### config.mk
export PLATFORM = sky130hd
export DESIGN_NAME = fetch_npc_gen_flat
export DESIGN_NICKNAME = d
export VERILOG_FILES = /design/src/rtl/fetch_npc_if.sv /design/src/rtl/fetch_npc_gen.sv /design/src/flat_wrapper.sv
export SDC_FILE = /design/constraint.sdc
export NUM_CORES = 1
export LEC_CHECK = 0
export CORE_MARGIN = 5
export CORE_UTILIZATION = 45
export DETAILED_ROUTE_END_ITERATION = 12
export GPL_ROUTABILITY_DRIVEN = 1
export PLACE_DENSITY = 0.78
export SYNTH_ARGS = -nofsm -noshare
export SYNTH_HDL_FRONTEND = slang
export SYNTH_SLANG_ARGS = --single-unit
### constraint.sdc
create_clock -name clk -period 2 [get_ports clk]
set_input_delay 0.5 -clock clk [delete_from_list [all_inputs] [get_ports clk]]
set_output_delay 0.5 -clock clk [all_outputs]
set_load 0.01 [all_outputs]
### src/rtl/fetch_npc_if.sv
// Next-PC generator bus: hazard/branch inputs in, registered
// next-PC and fetch flags out.
interface fetch_npc_if #(
  parameter int PC_WIDTH = 32
);
  logic [PC_WIDTH-1:0] pc;
  logic                stall;
  logic                halt;
  logic                br_taken;
  logic [PC_WIDTH-1:0] br_target;
  logic                jmp;
  logic [PC_WIDTH-1:0] jmp_target;
  logic [PC_WIDTH-1:0] npc;
  logic                pc_en;
  logic                if_valid;
  logic                busy_redir;

  modport master (
    input  pc, stall, halt,
    input  br_taken, br_target,
    input  jmp, jmp_target,
    output npc, pc_en,
    output if_valid, busy_redir
  );

  modport slave (
    output pc, stall, halt,
    output br_taken, br_target,
    output jmp, jmp_target,
    input  npc, pc_en,
    input  if_valid, busy_redir
  );
endinterface

### src/rtl/fetch_npc_gen.sv
// Next-PC generator: sequential/branch/jump select, stall-time
// redirect capture, post-redirect flush bubbles and halt.
module fetch_npc_gen #(
  parameter int PC_WIDTH     = 32,
  parameter int RESET_PC     = 0,
  parameter int PC_INC       = 1,
  parameter int FLUSH_CYCLES = 1
) (
  input  logic        clk,
  input  logic        rst_n,
  fetch_npc_if.master bus
);

  typedef enum logic [2:0] {
    IDLE, RUN, STALL, FLUSH, HALT
  } state_t;

  localparam logic [PC_WIDTH-1:0] W_RST =
    PC_WIDTH'(RESET_PC);
  localparam logic [PC_WIDTH-1:0] W_INC =
    PC_WIDTH'(PC_INC);
  localparam logic [2:0] CNT_INIT =
    3'(FLUSH_CYCLES - 1);
  localparam state_t POST_REDIR =
    (FLUSH_CYCLES <= 1) ? RUN : FLUSH;

  state_t              r_state, w_state;
  logic [PC_WIDTH-1:0] r_npc, w_npc;
  logic                r_pc_en, w_pc_en;
  logic                r_iv, w_iv;
  logic                r_busy, w_busy;
  logic [PC_WIDTH-1:0] r_pend, w_pend;
  logic [2:0]          r_cnt, w_cnt;

  logic                w_redir;
  logic [PC_WIDTH-1:0] w_tgt;
  logic [PC_WIDTH-1:0] w_seq;

  assign w_redir = bus.br_taken | bus.jmp;
  assign w_tgt   = bus.br_taken ? bus.br_target
                                : bus.jmp_target;
  assign w_seq   = bus.pc + W_INC;

  always_comb begin
    w_state = r_state;
    w_npc   = r_npc;
    w_pc_en = r_pc_en;
    w_iv    = r_iv;
    w_busy  = r_busy;
    w_pend  = r_pend;
    w_cnt   = r_cnt;
    unique case (r_state)
      IDLE: begin
        w_state = RUN;
        w_npc   = W_RST;
        w_pc_en = 1'b1;
        w_iv    = 1'b0;
      end
      RUN, FLUSH: begin
        if (bus.stall) begin
          w_pc_en = 1'b0;
          w_iv    = 1'b0;
          w_state = STALL;
          if (w_redir) begin
            w_busy = 1'b1;
            w_pend = w_tgt;
          end
        end else if (w_redir) begin
          w_npc   = w_tgt;
          w_pc_en = 1'b1;
          w_iv    = 1'b0;
          w_cnt   = CNT_INIT;
          w_state = POST_REDIR;
        end else if (r_state == RUN) begin
          w_npc   = w_seq;
          w_pc_en = 1'b1;
          w_iv    = 1'b1;
        end else begin
          w_npc   = w_seq;
          w_pc_en = 1'b1;
          w_iv    = 1'b0;
          w_cnt   = r_cnt - 3'd1;
          if (r_cnt <= 3'd1) w_state = RUN;
        end
      end
      STALL: begin
        if (bus.stall) begin
          w_pc_en = 1'b0;
          w_iv    = 1'b0;
          if (w_redir) begin
            w_busy = 1'b1;
            w_pend = w_tgt;
          end
        end else if (w_redir || r_busy) begin
          // a redirect on the release cycle is newer than the latched one
          w_npc   = w_redir ? w_tgt : r_pend;
          w_busy  = 1'b0;
          w_pc_en = 1'b1;
          w_iv    = 1'b0;
          w_cnt   = CNT_INIT;
          w_state = POST_REDIR;
        end else begin
          w_npc   = w_seq;
          w_pc_en = 1'b1;
          w_iv    = 1'b1;
          w_state = RUN;
        end
      end
      HALT: begin
        w_pc_en = 1'b0;
        w_iv    = 1'b0;
      end
      default: w_state = IDLE;
    endcase
    if (r_state != IDLE && bus.halt) begin
      w_npc   = r_npc;
      w_cnt   = r_cnt;
      w_pc_en = 1'b0;
      w_iv    = 1'b0;
      w_state = HALT;
    end
  end

  always_ff @(posedge clk) begin
    if (!rst_n) begin
      r_state <= IDLE;
      r_npc   <= W_RST;
      r_pc_en <= 1'b1;
      r_iv    <= 1'b0;
      r_busy  <= 1'b0;
      r_pend  <= '0;
      r_cnt   <= '0;
    end else begin
      r_state <= w_state;
      r_npc   <= w_npc;
      r_pc_en <= w_pc_en;
      r_iv    <= w_iv;
      r_busy  <= w_busy;
      r_pend  <= w_pend;
      r_cnt   <= w_cnt;
    end
  end

  assign bus.npc        = r_npc;
  assign bus.pc_en      = r_pc_en;
  assign bus.if_valid   = r_iv;
  assign bus.busy_redir = r_busy;

endmodule

### src/flat_wrapper.sv
// flat-port wrapper written by rule: the top's interface ports become plain ports
module fetch_npc_gen_flat 
#(
  parameter int PC_WIDTH     = 32,
  parameter int RESET_PC     = 0,
  parameter int PC_INC       = 1,
  parameter int FLUSH_CYCLES = 1
)
  (clk, rst_n, bus_pc, bus_stall, bus_halt, bus_br_taken, bus_br_target, bus_jmp, bus_jmp_target, bus_npc, bus_pc_en, bus_if_valid, bus_busy_redir);
  fetch_npc_if #(.PC_WIDTH(PC_WIDTH)) bus_i ();
  input  logic clk;
  input  logic rst_n;
  input wire logic [$bits(bus_i.pc)-1:0] bus_pc;
  input wire logic [$bits(bus_i.stall)-1:0] bus_stall;
  input wire logic [$bits(bus_i.halt)-1:0] bus_halt;
  input wire logic [$bits(bus_i.br_taken)-1:0] bus_br_taken;
  input wire logic [$bits(bus_i.br_target)-1:0] bus_br_target;
  input wire logic [$bits(bus_i.jmp)-1:0] bus_jmp;
  input wire logic [$bits(bus_i.jmp_target)-1:0] bus_jmp_target;
  output wire logic [$bits(bus_i.npc)-1:0] bus_npc;
  output wire logic [$bits(bus_i.pc_en)-1:0] bus_pc_en;
  output wire logic [$bits(bus_i.if_valid)-1:0] bus_if_valid;
  output wire logic [$bits(bus_i.busy_redir)-1:0] bus_busy_redir;
  assign bus_i.pc = bus_pc;
  assign bus_i.stall = bus_stall;
  assign bus_i.halt = bus_halt;
  assign bus_i.br_taken = bus_br_taken;
  assign bus_i.br_target = bus_br_target;
  assign bus_i.jmp = bus_jmp;
  assign bus_i.jmp_target = bus_jmp_target;
  assign bus_npc = bus_i.npc;
  assign bus_pc_en = bus_i.pc_en;
  assign bus_if_valid = bus_i.if_valid;
  assign bus_busy_redir = bus_i.busy_redir;
  fetch_npc_gen #(.PC_WIDTH(PC_WIDTH), .RESET_PC(RESET_PC), .PC_INC(PC_INC), .FLUSH_CYCLES(FLUSH_CYCLES)) u_core (.clk(clk), .rst_n(rst_n), .bus(bus_i));
endmodule
==> results.py, run 1 <==
# Synthesis and PnR figures
metrics = {
    "job": {
        "warnings": 28,
        "maxCapViolations": 0,
    },
    "power_and_ir_drop": {
        "power_density_nw_per_um2": 647.2,
        "power_clock_mw": 1.84,
        "maxPowerGroup": "the clock network",
        "total_power_mw": 5.064,
        "power.internal_mw": 3.560,
        "powerSeq_mw": 1.67,
        "netSwitchingFraction": 0.2970,
        "share_of_total_power_in_the_clock_network": 0.362,
    },
    "clock_tree": {
        "path_clk_slew_ns": 0.06,
        "post_cts.resized_instances": 20,
        "cts.sink_count": 73,
        "cts_buffers": 9,
        "post_cts.repair.setup_buffers": 2,
    },
    "final_layout": {
        "final-nonclk-buf-share": 0.2866,
        "n_sequential_cell": 73,
        "comb_area_um2": 3558,
        "lay_top_count": "clkdlybuf4s50_1",
        "area.share.sequential": 0.1868,
        "layout_top_cells": "118 x clkdlybuf4s50_1, 106 x buf_4, 73 x dfxtp_1",
    },
    "critical_path": {
        "crit_path_cell_trace": "clkdlybuf4s50_1 -> and4_2 -> nand4_1 -> o31a_1 -> o31ai_1 -> a31oi_1",
        "setup.reg_to_reg.worst_slack_ns": 0.19,
        "critical_path.slowest_cell": "clkdlybuf4s50_1",
        "cp_slowest_stage_delay_ns": 0.50,
        "cp-endpoint": "u_core.bus.npc[29]$_SDFFE_PN0P_",
        "path_max_fanout": 5,
        "cp.required_ns": 2.23,
        "worst_r2r_endpoint": "u_core.r_cnt[2]$_SDFFE_PN0P_",
        "setup.worst_path.end_class": "register",
        "worst-r2r-cell-count": 5,
    },
    "logic_synthesis": {
        "simple_gate_area_frac": 0.2625,
        "synth-seq-cells": 73,
        "cell_types_occupying_the_most_area_after_synthesis": "dfxtp_1 28%, o21ai_0 6.2%, nor2_1 5.1%, a21oi_1 4.9%, mux2i_1 4.6%",
        "top_cell": "dfxtp_1",
        "synth.lib_cells_used.distinct": 67,
        "post_synth_edffs": 0,
        "post_synth_fa_ha_maj_area_fraction": 0.007153,
        "topCombFamilyByArea": "AND-OR/OR-AND gates",
        "synth_largest_type_area_fraction": 0.2785,
        "post_synth_top_cells": "73 x dfxtp_1, 71 x nor2_1, 65 x o21ai_0, 61 x nand2_1, 51 x a21oi_1",
        "synth_area_um2": 5248,
        "syn_avg_cell_area_um2": 7.391,
        "async_flop_share": 0,
        "synth.yosys.num_cells": 710,
    },
    "route": {
        "detail_route.wl_per_cell_um": 19.79,
        "top_layer": "met4",
        "drc": 0,
        "drt-initial-drc-count": 749,
        "drt-vias-per-instance": 6.186,
    },
    "floorplan": {
        "well_taps": 143,
        "boundaryPins": 137,
    },
    "worst_hold_path": {
        "min_delay_startpoint": "u_core.r_pend[26]$_SDFFE_PN0P_",
        "hold_endpoint": "u_core.r_pend[26]$_SDFFE_PN0P_",
    },
    "global_routing": {
        "total_routing_usage_reported_by_global_routing": 0.2908,
    },
    "final_timing": {
        "max_slew.worst_pin.slew_ns": 0.5249,
        "final.setup_skew_ns": 0.005022,
        "layout_min_cycle_time_ns": 1.945,
        "maxClockFrequency_mhz": 514.0,
        "slew_violations": 0,
    },
    "place": {
        "dp_worst_setup_slack_ns": -0.6492,
    },
    "run_status": {
        "status": "finished, final reports clean",
    },
}
[run 1: flip-flops by register name, indices dropped and copies added, names as in the netlist]
name,flops
u_core.bus.npc,32
u_core.r_pend,32
u_core.r_cnt,3
u_core.r_state,3
u_core.bus.busy_redir,1
u_core.bus.if_valid,1
u_core.bus.pc_en,1
[run 1: stage by stage]
stage / hold WS, ns / instances / util
finish: 0.4515 / 1058 / 0.6852
global route: 0.4778 / 1058 / 0.6852
CTS: 0.4520 / 1058 / 0.6860
detailed placement: 0.4439 / 1041 / 0.6558
global placement: 0.4426 / 1041 / 0.6558
floorplan: 0.4338 / 710 / -
[run 1: worst register-to-register path: cells and delay by family, from the launching register on]
kind,cells,cell delay (ns)
compound gates,3,0.79
simple gates,1,0.49
buf+inv,1,0.15
flops,1,0.31
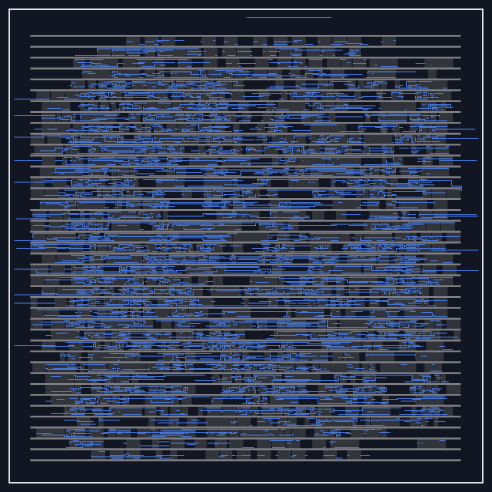
*Met1 routing, run 1*
Scale: 4 px per um. Supply wires on this layer in gray.
share of all routed wire	41%
wire length on this layer	8540 um
nets with wire on the layer	947
longest straight run	56.6 um
main direction	horizontal

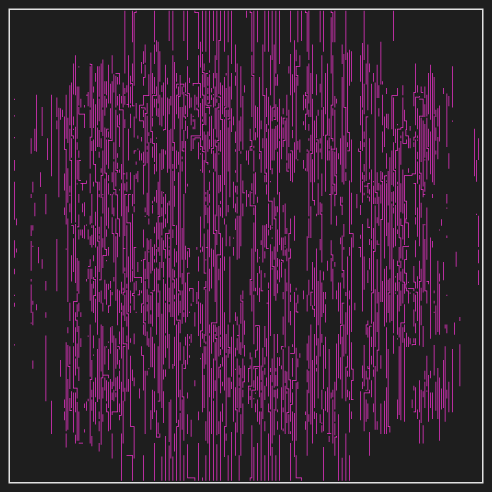
*Metal 2, run 1*
Scale: 4 px per um.
share of all routed wire	47%
nets with wire on the layer	887
main direction	vertical
global routing usage on met2: 0.4837
total detailed-routing wirelength: 20.94 mm
count of vias placed by the detailed router: 6545

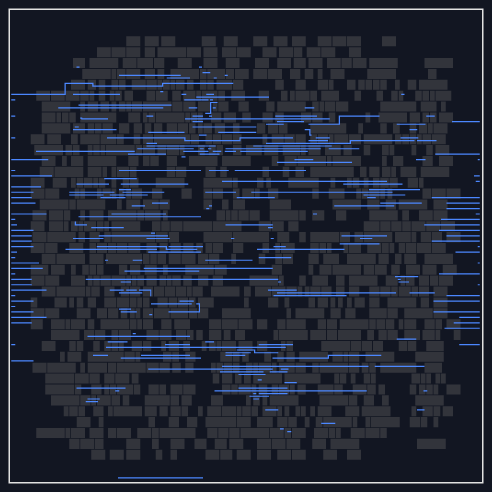
*Metal 3, run 1*
Scale: 4 px per um.
wire length on this layer	2050 um
main direction	horizontal
longest straight run	47.8 um
share of all routed wire	9.8%
met3 layer usage reported by global route: 0.06679

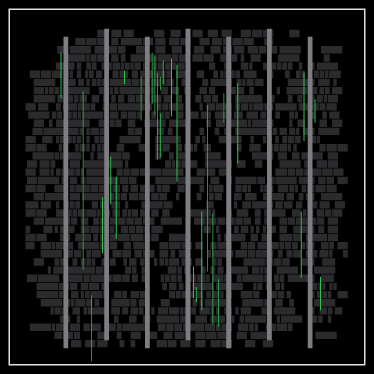
*Metal 4, run 1*
Scale: 3 px per um. Supply wires on this layer in gray.
longest straight run	59.2 um
wire length on this layer	571 um
main direction	vertical

### Congestion heat map, run 1

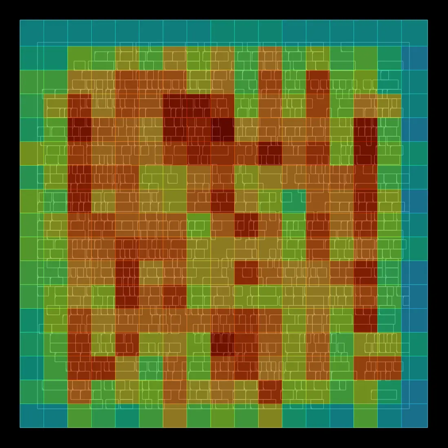

--- run 2 (diff from run 1) ---
--- a/config.mk
+++ b/config.mk
@@ -7,6 +7,7 @@
 export LEC_CHECK = 0
 export CORE_MARGIN = 5
 export CORE_UTILIZATION = 45
+export CTS_BUF_LIST = sky130_fd_sc_hd__clkbuf_16
 export DETAILED_ROUTE_END_ITERATION = 12
 export GPL_ROUTABILITY_DRIVEN = 1
 export PLACE_DENSITY = 0.78
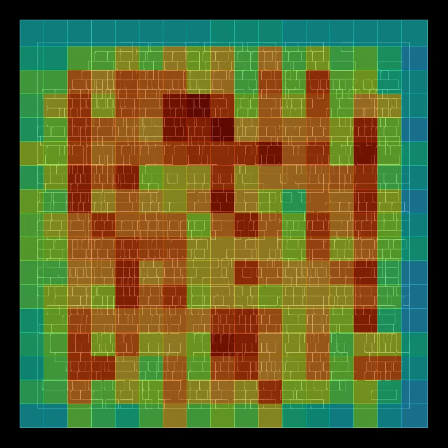
*Congestion heat map, run 2*
layer with the highest usage: met2
met1 Resource Use GR: 0.3621
routed length per placed instance: 19.73 um
utilization after layout: 0.6826
global routing usage on met2: 0.4809

==> results.py, run 2 <==
# Synthesis and PnR figures
metrics = {
    "power_and_ir_drop": {
        "maxPowerGroup": "the clock network",
        "power.internal_mw": 3.439,
        "power_clock_mw": 1.70,
        "total_power_mw": 4.933,
        "power_density_nw_per_um2": 633.0,
    },
    "place": {
        "dpl.cell_count": 1041,
    },
    "job": {
        "warnings": 28,
    },
    "clock_tree": {
        "cts.sink_count": 73,
        "path_clk_slew_ns": 0.06,
        "post_cts.repair.setup_buffers": 2,
        "post_cts.resized_instances": 20,
    },
    "critical_path": {
        "worst-r2r-cell-count": 5,
        "path_max_fanout": 4,
        "setup.worst_path.end_class": "register",
        "worst_r2r_endpoint": "u_core.bus.npc[25]$_SDFFE_PN0P_",
        "cp-endpoint": "u_core.r_cnt[2]$_SDFFE_PN0P_",
    },
    "final_timing": {
        "slew_violations": 0,
        "max_slew.worst_pin.slew_ns": 0.5296,
        "layout_min_cycle_time_ns": 1.945,
        "hold_slack_ns": 0.4509,
        "maxClockFrequency_mhz": 514.1,
    },
    "final_layout": {
        "lay_top_count": "clkdlybuf4s50_1",
        "area.share.sequential": 0.1875,
        "layout.cells.non_filler": 1058,
        "comb_area_um2": 3558,
        "n_sequential_cell": 73,
    },
    "logic_synthesis": {
        "synth.lib_cells_used.distinct": 67,
        "synth-seq-cells": 73,
        "cell_types_occupying_the_most_area_after_synthesis": "dfxtp_1 28%, o21ai_0 6.2%, nor2_1 5.1%, a21oi_1 4.9%, mux2i_1 4.6%",
        "post_synth_edffs": 0,
        "syn_avg_cell_area_um2": 7.391,
    },
    "route": {
        "drt-vias-per-instance": 6.209,
        "drt-initial-drc-count": 798,
    },
    "global_routing": {
        "total_routing_usage_reported_by_global_routing": 0.2896,
        "grtUsageMet3": 0.06679,
    },
    "floorplan": {
        "well_taps": 143,
    },
    "run_status": {
        "status": "finished, final reports clean",
    },
}
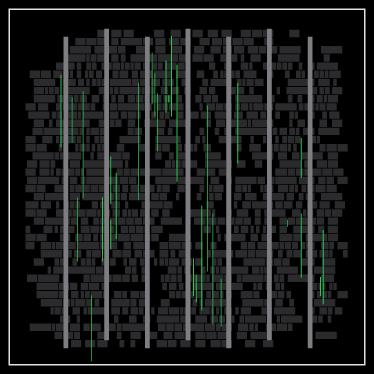
*Metal 4, run 2*
Scale: 3 px per um. Supply wires on this layer in gray.
wire length on this layer	614 um
nets with wire on the layer	26
main direction	vertical
longest straight run	55.1 um
share of all routed wire	2.9%
total detailed-routing wirelength: 20.88 mm
count of vias placed by the detailed router: 6569

-- run 2: cell counts after synthesis --
Identical to the previous run, type by type.
-- run 2: through the flow --
stage	worst slack (ns)	cell area [um2]
floorplan	-0.06979	5280
global placement	-0.6076	7488
detailed placement	-0.6492	7488
CTS	0.008694	7802
global route	0.003136	7794
finish	0.05498	7794
-- run 2: cell families after synthesis --
group / share of synthesized area
flops: 0.2785
xor+xnor: 0.02170
buf+inv: 0.05532
compound gates: 0.3054
fa+ha+maj: 0.007154
simple gates: 0.2625
mux: 0.06938
-- run 2: critical path: stages --
cell             delay, ns
clkdlybuf4s50_1       0.46
o22a_1                0.22
a2111o_1              0.39
or4_1                 0.49
a21oi_1               0.16
--- run 3 (diff from run 2) ---
--- a/config.mk
+++ b/config.mk
@@ -5,6 +5,7 @@
 export SDC_FILE = /design/constraint.sdc
 export NUM_CORES = 1
 export LEC_CHECK = 0
+export CAP_MARGIN = 20
 export CORE_MARGIN = 5
 export CORE_UTILIZATION = 45
 export CTS_BUF_LIST = sky130_fd_sc_hd__clkbuf_16
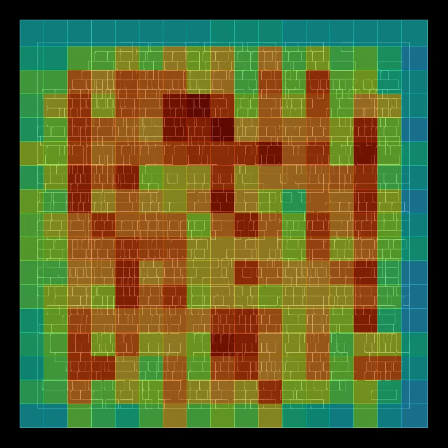
*Congestion heat map, run 3*
total routing usage reported by global routing: 0.2896

==> results.py, run 3 <==
# Synthesis and PnR figures
metrics = {
    "critical_path": {
        "family_with_the_most_delay_on_the_worst_path": "AND-OR/OR-AND gates",
        "path_max_fanout": 4,
        "critical_path.slowest_cell": "or4_1",
        "crit_path_cell_trace": "clkdlybuf4s50_1 -> o22a_1 -> a2111o_1 -> or4_1 -> a21oi_1",
        "setup.worst_path.end_class": "register",
        "cp_slowest_stage_delay_ns": 0.49,
        "cp_num_buf_inv": 1,
    },
    "final_layout": {
        "area.share.sequential": 0.1875,
        "comb.multi_input.count": 564,
        "layout.cells.non_filler": 1058,
        "flop_area_um2": 1461,
        "fillers": 974,
        "n_sequential_cell": 73,
        "lay_top_count": "clkdlybuf4s50_1",
        "fin_util": 0.6826,
    },
    "logic_synthesis": {
        "post_synth_ao_oa_area_fraction": 0.3054,
        "simple_gate_area_frac": 0.2625,
        "synth-seq-cells": 73,
        "cell_types_occupying_the_most_area_after_synthesis": "dfxtp_1 28%, o21ai_0 6.2%, nor2_1 5.1%, a21oi_1 4.9%, mux2i_1 4.6%",
        "topCombFamilyByArea": "AND-OR/OR-AND gates",
        "ys_sh_xor": 0.02170,
        "mux_cell_area_share": 0.06938,
        "syn_avg_cell_area_um2": 7.391,
        "post_synth_edffs": 0,
        "synth.lib_cells_used.distinct": 67,
        "post_synth_fa_ha_maj_area_fraction": 0.007153,
    },
    "clock_tree": {
        "root_buffer": "clkbuf_16",
        "cts.sink_count": 73,
        "cts_max_path_bufs": 2,
        "post_cts.repair.setup_buffers": 2,
        "path_clk_slew_ns": 0.06,
    },
    "floorplan": {
        "well_taps": 143,
        "floorplanUtilization": 0.4596,
    },
    "global_routing": {
        "globalRoute.busiestLayer": "met2",
        "grt_antenna_before_repair": 0,
        "met1_resource_use_gr": 0.3621,
        "grtUsageMet2": 0.4809,
        "grtUsageMet3": 0.06679,
    },
    "final_timing": {
        "layout_setup_ws_ns": 0.05498,
        "max_slew.worst_pin.slew_ns": 0.5296,
        "maxClockFrequency_mhz": 514.1,
        "layout_min_cycle_time_ns": 1.945,
        "slew_violations": 0,
        "final_min_period_over_clock_period": 0.9725,
        "hold_slack_ns": 0.4509,
    },
    "route": {
        "routed_wl_mm": 20.88,
        "drt-initial-drc-count": 798,
        "drt-vias-per-instance": 6.209,
        "detail_route.wl_per_cell_um": 19.73,
    },
    "power_and_ir_drop": {
        "powerSeq_mw": 1.67,
        "max-vdd-ir-drop_uv": 548.9,
        "total_power_mw": 4.933,
        "power.internal_mw": 3.439,
        "maxPowerGroup": "the clock network",
        "netSwitchingFraction": 0.3029,
        "power_density_nw_per_um2": 633.0,
        "power_clock_mw": 1.70,
    },
    "place": {
        "placedInstanceArea_um2": 7488,
        "dp_worst_setup_slack_ns": -0.6492,
        "dpl.cell_count": 1041,
    },
    "job": {
        "warnings": 28,
    },
    "run_status": {
        "status": "finished, final reports clean",
    },
}
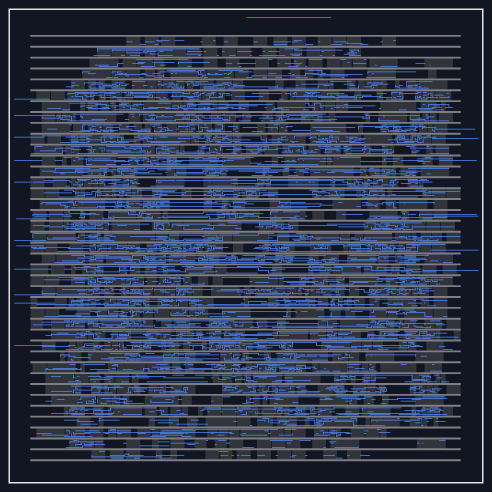
*Met1 routing, run 3*
Scale: 4 px per um. Supply wires on this layer in gray.
wire length on this layer	8610 um
longest straight run	47.8 um

## run 3: cell counts after synthesis
No cell type changed its count.
## run 3: tightest hold or removal path, stage by stage, from the launching register on
cell	delay, ns
dfxtp_1	0.30
nand2_1	0.05
a21oi_1	0.05
## run 3: worst paths after layout
| check | slack (ns) | cells after the start | from | to |
|---|---|---|---|---|
| min | 0.45 | 2 | u_core.r_pend[26]$_SDFFE_PN0P_ | u_core.r_pend[26]$_SDFFE_PN0P_ |
| max | 0.05 | 5 | bus_halt | u_core.r_cnt[2]$_SDFFE_PN0P_ |
| min reg2reg | 0.45 | 2 | u_core.r_pend[26]$_SDFFE_PN0P_ | u_core.r_pend[26]$_SDFFE_PN0P_ |
| max reg2reg | 0.19 | 5 | u_core.r_state[1]$_SDFFE_PP0P_ | u_core.bus.npc[25]$_SDFFE_PN0P_ |
